### src/rtl/mem_port_arbiter_if.sv
// Signal bundle between the two memory requesters, the memory and the arbiter.
// slave: arbiter side (requests and mem_rdata in; ready, rdata, mem_* and busy out).
// master: environment side (the requesters and the memory), with the directions reversed.
interface mem_port_arbiter_if #(
    parameter int ADDR_W = 32,
    parameter int DATA_W = 32
);
    logic              if_req;
    logic [ADDR_W-1:0] if_addr;
    logic              if_ready;
    logic [DATA_W-1:0] if_rdata;
    logic              d_req;
    logic              d_we;
    logic [ADDR_W-1:0] d_addr;
    logic [DATA_W-1:0] d_wdata;
    logic              d_ready;
    logic [DATA_W-1:0] d_rdata;
    logic              mem_en;
    logic              mem_we;
    logic [ADDR_W-1:0] mem_addr;
    logic [DATA_W-1:0] mem_wdata;
    logic [DATA_W-1:0] mem_rdata;
    logic              busy;

    modport slave (
        input  if_req, if_addr, d_req, d_we, d_addr, d_wdata, mem_rdata,
        output if_ready, if_rdata, d_ready, d_rdata,
        output mem_en, mem_we, mem_addr, mem_wdata, busy
    );

    modport master (
        output if_req, if_addr, d_req, d_we, d_addr, d_wdata, mem_rdata,
        input  if_ready, if_rdata, d_ready, d_rdata,
        input  mem_en, mem_we, mem_addr, mem_wdata, busy
    );
endinterface

### src/rtl/mem_port_arbiter.sv
// Shares one fixed-latency memory port between instruction fetch and load/store.
// Ports: clk, reset (async, active-low), bus (mem_port_arbiter_if.slave).
module mem_port_arbiter #(
    parameter int ADDR_W     = 32,
    parameter int DATA_W     = 32,
    parameter int MEM_LAT    = 2,
    parameter int STARVE_MAX = 4
) (
    input  logic                clk,
    input  logic                reset,
    mem_port_arbiter_if.slave   bus
);
    localparam logic [3:0] LAT_INIT = 4'(MEM_LAT - 1);
    localparam logic [3:0] SMAX     = 4'(STARVE_MAX);

    typedef enum logic [1:0] {
        IDLE,
        BUSY,
        RESP
    } state_t;

    state_t            state;
    state_t            state_nx;
    logic [3:0]        lat_cnt;
    logic [3:0]        starve;
    logic              owner_d;
    logic              grant;
    logic              grant_d;
    logic [ADDR_W-1:0] addr_q;
    logic              we_q;
    logic [DATA_W-1:0] wdata_q;
    logic [DATA_W-1:0] if_rdata_q;
    logic [DATA_W-1:0] d_rdata_q;
    logic              en;

    // Data wins a collision unless fetch has already lost STARVE_MAX times.
    always_comb begin
        state_nx = state;
        grant    = 1'b0;
        grant_d  = 1'b0;
        unique case (state)
            IDLE: begin
                if (bus.if_req || bus.d_req) begin
                    grant    = 1'b1;
                    grant_d  = bus.d_req && !(bus.if_req && starve == SMAX);
                    state_nx = BUSY;
                end
            end
            BUSY: begin
                if (lat_cnt == '0) begin
                    state_nx = RESP;
                end
            end
            RESP: begin
                state_nx = IDLE;
            end
            default: begin
                state_nx = IDLE;
            end
        endcase
    end

    always_ff @(posedge clk or negedge reset) begin
        if (!reset) begin
            state      <= IDLE;
            lat_cnt    <= '0;
            starve     <= '0;
            owner_d    <= 1'b0;
            addr_q     <= '0;
            we_q       <= 1'b0;
            wdata_q    <= '0;
            if_rdata_q <= '0;
            d_rdata_q  <= '0;
        end else begin
            state <= state_nx;

            // Counts data grants that passed over a waiting fetch.
            if (!bus.if_req) begin
                starve <= '0;
            end else if (grant && !grant_d) begin
                starve <= '0;
            end else if (grant && starve != SMAX) begin
                starve <= starve + 4'd1;
            end

            if (grant) begin
                owner_d <= grant_d;
                addr_q  <= grant_d ? bus.d_addr : bus.if_addr;
                we_q    <= grant_d && bus.d_we;
                wdata_q <= grant_d ? bus.d_wdata : '0;
                lat_cnt <= LAT_INIT;
            end else if (state == BUSY && lat_cnt != '0) begin
                lat_cnt <= lat_cnt - 4'd1;
            end

            // Last BUSY cycle: read data is valid now; stores leave rdata alone.
            if (state == BUSY && lat_cnt == '0 && !we_q) begin
                if (owner_d) begin
                    d_rdata_q <= bus.mem_rdata;
                end else begin
                    if_rdata_q <= bus.mem_rdata;
                end
            end
        end
    end

    assign en            = (state == BUSY);
    assign bus.mem_en    = en;
    assign bus.mem_we    = en && we_q;
    assign bus.mem_addr  = en ? addr_q : '0;
    assign bus.mem_wdata = en ? wdata_q : '0;
    assign bus.if_ready  = (state == RESP) && !owner_d;
    assign bus.d_ready   = (state == RESP) && owner_d;
    assign bus.if_rdata  = if_rdata_q;
    assign bus.d_rdata   = d_rdata_q;
    assign bus.busy      = (state != IDLE);
endmodule
### src/flat_wrapper.sv
// flat-port wrapper written by rule: the top's interface ports become plain ports
module mem_port_arbiter_flat 
#(
    parameter int ADDR_W     = 32,
    parameter int DATA_W     = 32,
    parameter int MEM_LAT    = 2,
    parameter int STARVE_MAX = 4
)
  (clk, reset, bus_if_req, bus_if_addr, bus_d_req, bus_d_we, bus_d_addr, bus_d_wdata, bus_mem_rdata, bus_if_ready, bus_if_rdata, bus_d_ready, bus_d_rdata, bus_mem_en, bus_mem_we, bus_mem_addr, bus_mem_wdata, bus_busy);
  mem_port_arbiter_if #(.ADDR_W(ADDR_W), .DATA_W(DATA_W)) bus_i ();
  input  logic clk;
  input  logic reset;
  input wire logic [$bits(bus_i.if_req)-1:0] bus_if_req;
  input wire logic [$bits(bus_i.if_addr)-1:0] bus_if_addr;
  input wire logic [$bits(bus_i.d_req)-1:0] bus_d_req;
  input wire logic [$bits(bus_i.d_we)-1:0] bus_d_we;
  input wire logic [$bits(bus_i.d_addr)-1:0] bus_d_addr;
  input wire logic [$bits(bus_i.d_wdata)-1:0] bus_d_wdata;
  input wire logic [$bits(bus_i.mem_rdata)-1:0] bus_mem_rdata;
  output wire logic [$bits(bus_i.if_ready)-1:0] bus_if_ready;
  output wire logic [$bits(bus_i.if_rdata)-1:0] bus_if_rdata;
  output wire logic [$bits(bus_i.d_ready)-1:0] bus_d_ready;
  output wire logic [$bits(bus_i.d_rdata)-1:0] bus_d_rdata;
  output wire logic [$bits(bus_i.mem_en)-1:0] bus_mem_en;
  output wire logic [$bits(bus_i.mem_we)-1:0] bus_mem_we;
  output wire logic [$bits(bus_i.mem_addr)-1:0] bus_mem_addr;
  output wire logic [$bits(bus_i.mem_wdata)-1:0] bus_mem_wdata;
  output wire logic [$bits(bus_i.busy)-1:0] bus_busy;
  assign bus_i.if_req = bus_if_req;
  assign bus_i.if_addr = bus_if_addr;
  assign bus_i.d_req = bus_d_req;
  assign bus_i.d_we = bus_d_we;
  assign bus_i.d_addr = bus_d_addr;
  assign bus_i.d_wdata = bus_d_wdata;
  assign bus_i.mem_rdata = bus_mem_rdata;
  assign bus_if_ready = bus_i.if_ready;
  assign bus_if_rdata = bus_i.if_rdata;
  assign bus_d_ready = bus_i.d_ready;
  assign bus_d_rdata = bus_i.d_rdata;
  assign bus_mem_en = bus_i.mem_en;
  assign bus_mem_we = bus_i.mem_we;
  assign bus_mem_addr = bus_i.mem_addr;
  assign bus_mem_wdata = bus_i.mem_wdata;
  assign bus_busy = bus_i.busy;
  mem_port_arbiter #(.ADDR_W(ADDR_W), .DATA_W(DATA_W), .MEM_LAT(MEM_LAT), .STARVE_MAX(STARVE_MAX)) u_core (.clk(clk), .reset(reset), .bus(bus_i));
endmodule
### config.mk
export PLATFORM = sky130hd
export DESIGN_NAME = mem_port_arbiter_flat
export DESIGN_NICKNAME = d
export VERILOG_FILES = /design/src/rtl/mem_port_arbiter_if.sv /design/src/rtl/mem_port_arbiter.sv /design/src/flat_wrapper.sv
export SDC_FILE = /design/constraint.sdc
export NUM_CORES = 1
export LEC_CHECK = 0
export ABC_CLOCK_PERIOD_IN_PS = 2400
export CELL_PAD_IN_SITES_DETAIL_PLACEMENT = 0
export CELL_PAD_IN_SITES_GLOBAL_PLACEMENT = 1
export CORE_ASPECT_RATIO = 1.1
export CORE_UTILIZATION = 33
export CTS_BUF_LIST = sky130_fd_sc_hd__clkbuf_4
export DETAILED_ROUTE_END_ITERATION = 8
export PLACE_DENSITY_LB_ADDON = 0.1
export SLEW_MARGIN = 10
export SYNTH_ARGS = -nofsm -noshare
export SYNTH_HDL_FRONTEND = slang
export SYNTH_SLANG_ARGS = --single-unit
### constraint.sdc
create_clock -name clk -period 2.4 [get_ports clk]
set_input_delay 0.48 -clock clk [delete_from_list [all_inputs] [get_ports clk]]
set_output_delay 0.48 -clock clk [all_outputs]
set_load 0.05 [all_outputs]
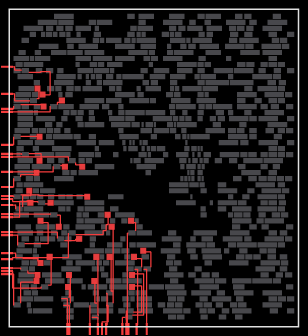
*Nets reached from selected ports, run 1*
Key: red = bus_if_addr [bits 32, direction input, edge 21 left, 11 bottom, end cells 32, buffers 32, wire 856 µm]

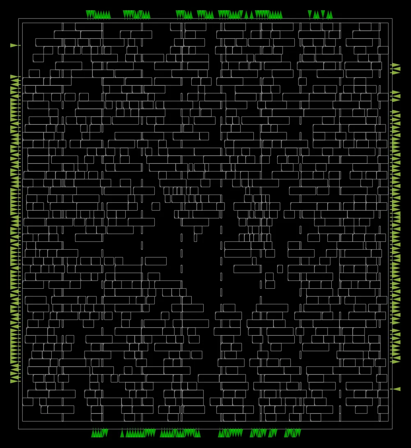
*Cell placement, run 1*
Cell Count, Final, Fillers Out: 974
fillcell total: 1,460
fraction of the core area covered by cells at the end of the flow: 56.7%
placement row count: 51

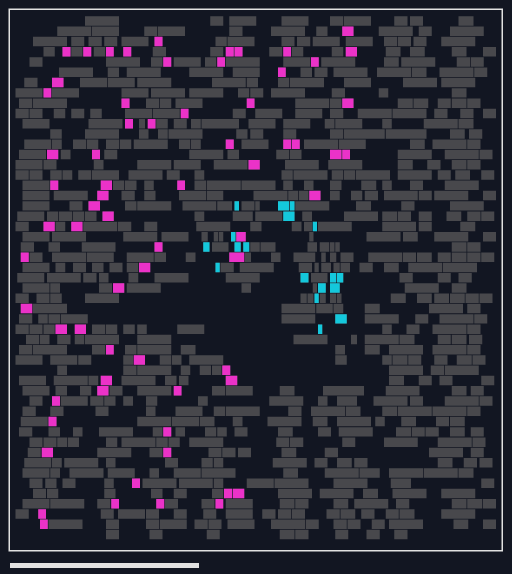
*Gate-type map, run 1*
Bar = 50 µm.
Key: magenta = and/or cells [cells 68, most used and2_1]; cyan = nand cells [cells 18, most used nand2_1, where center]

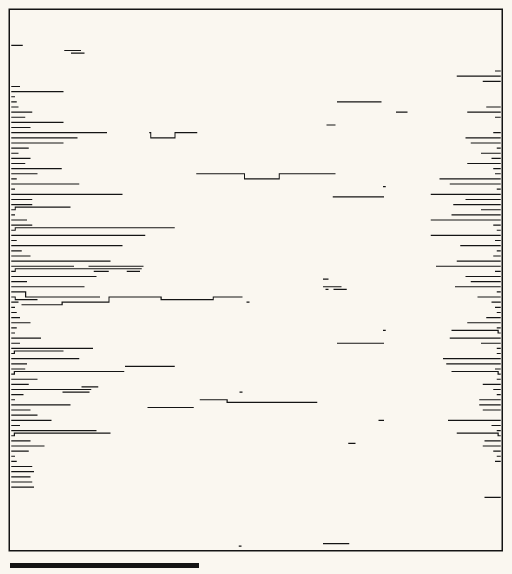
*Metal 3, run 1*
Bar = 50 µm.
The wires run mostly horizontal. The longest straight run is 42.1 µm. The layer holds 8.7% of the routed length.

==> results.txt, run 1 <==
Latest figures from synthesis and place and route.

The run finished with clean final reports. During I/O placement, the number of pins put on the boundary was 266. The portion of the clock cycle consumed by the worst path in the final layout is 94.7%. The post-placement cell area is 0.00956 mm². For the pin with the worst max-slew slack, the measured transition is 771 ps. The relative contribution of combinational cells to total power is 66.8%. The power report attributes to the clock group a share of 9.8%. The worst slew margin relative to its limit is 48.4%.

The logic depth of the worst path, buffers included is 5. The share of the core area taken by cells at floorplan is 33.7%. In this run the worst setup path begins at u_core.state[1]. Per report_power, the sequential group accounts for 23.5% of the total. By instance count after routing, the leading logic cell types are clkdlybuf4s50_1, dfrtp_1, buf_12, a22o_1, mux2_2.

Yosys mapped a number of flops with a built-in enable equal to 0. At the end of the flow, the number of nets in the layout was 859. The largest contributor to cell area by class is non-clock buffers. Registers take 0.00350 mm².

The core area is 0.0177 mm². The number of cells on the worst reg-to-reg path is 7. The fraction of area in multi-input gates is 23.3%. The shortest clock period the worst path allows after layout is 2270 ps.

The clock buffers instantiated in the layout total 18. Once placement completed, the tool counted placed cells totaling 937. From left edge to right edge, the die measures 130 µm. The total global-route track usage is 18.8%. The most used flip-flop cell is dfrtp_1. The worst-case setup slack after placement is 41.3 ps. Setup repair after global routing could not meet its margin everywhere.

TritonCTS built the clock tree. STA lists the endpoint of the worst register-to-register path as u_core.addr_q[21]. Summing over the stages, the warning tally comes to 30. The net count after synthesis is 590. After synthesis, flip-flops and latches occupy 58.7% of the total area. The routability congestion estimate from global placement is 0.766. After layout, the design draws a total of 17.4 mW.

The area of all placed cells without fillers is 0.0100 mm². Per the synth stats, the proportion of register bits with asynchronous set or reset is 100%. The destination of the critical timing path is bus_mem_wdata[13]. The most common logic cell in the final layout is clkdlybuf4s50_1.

The violation count after the first detailed-route iteration is 111. The worst-case IR drop observed on VDD is 0.00101 V. The worst setup path is captured at a primary output. The post-synthesis share of cell area spent on and, or, nand and nor gates is 9.50%.
run 1: power groups by stage:
stage               clock, mW  combinational [mW]  sequential [mW]
detailed placement          0                11.3             4.11
global route             1.89                12.2             4.23
floorplan                   0                4.67             5.95
CTS                      1.78                11.5             4.07
global placement            0                11.2             4.06
finish                   1.70                11.6             4.08
run 1: per-layer routing:
| layer | track usage, % | up-vias | wire (µm) |
|---|---|---|---|
| li1 | - | 2164 | - |
| met1 | 22.3 | 2369 | 6960 |
| met2 | 30.8 | 196 | 8370 |
| met3 | 7.46 | 18 | 1480 |
| met4 | 6.49 | 0 | 246 |
| met5 | 0 | - | 0 |
## Run 2: what changed since run 1
--- a/config.mk
+++ b/config.mk
@@ -9,8 +9,8 @@
 export CELL_PAD_IN_SITES_DETAIL_PLACEMENT = 0
 export CELL_PAD_IN_SITES_GLOBAL_PLACEMENT = 1
 export CORE_ASPECT_RATIO = 1.1
-export CORE_UTILIZATION = 33
-export CTS_BUF_LIST = sky130_fd_sc_hd__clkbuf_4
+export CORE_UTILIZATION = 32
+export CTS_BUF_LIST = sky130_fd_sc_hd__clkbuf_4 sky130_fd_sc_hd__clkbuf_8 sky130_fd_sc_hd__clkbuf_16
 export DETAILED_ROUTE_END_ITERATION = 8
 export PLACE_DENSITY_LB_ADDON = 0.1
 export SLEW_MARGIN = 10
==> results.txt, run 2 <==
Latest figures from synthesis and place and route.

The portion of the clock cycle consumed by the worst path in the final layout is 94.0% (was 94.7%). The core area is 0.0183 mm² (was 0.0177 mm²). The number of fill cells is 1,537 (was 1,460). The total global-route track usage came to 18.6% (was 18.8%).

The busiest layer in global routing is met2 (unchanged). The met2 layer usage reported by global route is 30.3% (was 30.8%). The transition at the pin with the smallest max-transition slack was 809 ps (was 771 ps). Dominant logic cell types in the final layout: clkdlybuf4s50_1, dfrtp_1, buf_12, a22o_1, mux2_2 (unchanged). The global-route met1 utilization is 22.3% (about the same).

The destination of the worst register-to-register timing path was u_core.addr_q[26] (was u_core.addr_q[21]). The shortest clock period the worst path allows after layout came to 2250 ps (was 2270 ps). The logic depth of the worst path, buffers included is 5 (unchanged). The final cell utilization of the core is 56.1% (was 56.7%). The final-layout clock buffer total is 19 (was 18). The violation count after the first detailed-route iteration is 106 (was 111).

The net count after synthesis was 590 (unchanged). The most frequent logic cell in the layout was clkdlybuf4s50_1 (unchanged). Result of the run: complete, no violations (unchanged). The number of nets in the layout is 862 (was 859).

The floorplan utilization was 32.5% (was 33.7%). The destination of the critical timing path is bus_mem_wdata[18] (was bus_mem_wdata[13]). The fraction of area in multi-input gates is 22.3% (was 23.3%). The timing startpoint of the critical path is u_core.state[1] (unchanged).

The largest contributor to cell area by class is non-clock buffers (unchanged).
-- run 2: stage by stage --
step | power, mW | area [µm²]
3_3_place_gp | 15.2 | 9570
2_1_floorplan | 10.6 | 5960
4_1_cts | 18.5 | 10300
6_report | 18.3 | 10300
5_1_grt | 19.2 | 10300
3_5_place_dp | 15.4 | 9570
-- run 2: cell families after synthesis --
kind of cell,count (synthesis)
buf+inv,41
flops,140
compound gates,109
fa+ha+maj,4
mux,66
simple gates,93
-- run 2: report_power, final --
part,switching [mW],internal (mW)
clock,1.07,1.71
combinational,6.38,5.08
sequential,0.603,3.50
-- run 2: per-layer routing --
layer  routed length [µm]  up-vias
met2                 8320      207
met3                 1420       20
met5                    0        -
met4                  281        0
met1                 6940     2346
li1                     -     2159
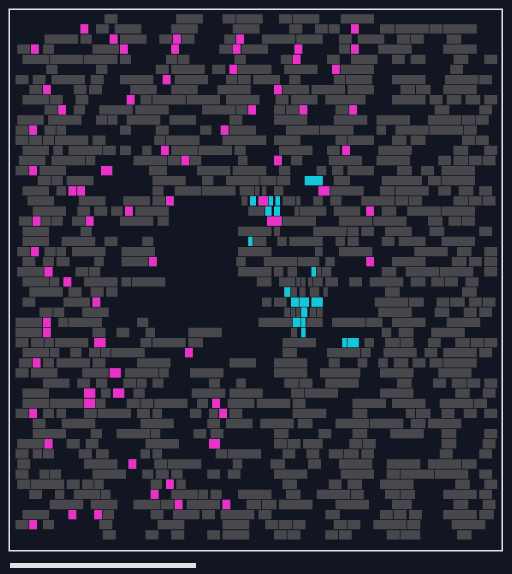
*Gate-type map, run 2*
Bar = 50 µm.
Key: cyan = nand cells [cells 18, most used nand2_1, where center]; magenta = and/or cells [cells 68, most used and2_1]

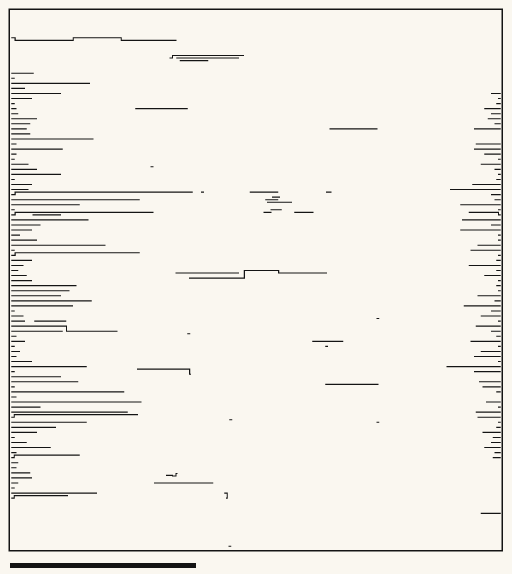
*Metal 3, run 2*
Bar = 50 µm.
The longest straight run is 47.6 µm. The layer holds 8.4% of the routed length. The layer carries 1,420 µm of wire.

Power figures rest on the tool's default switching activity, not on a simulated workload.
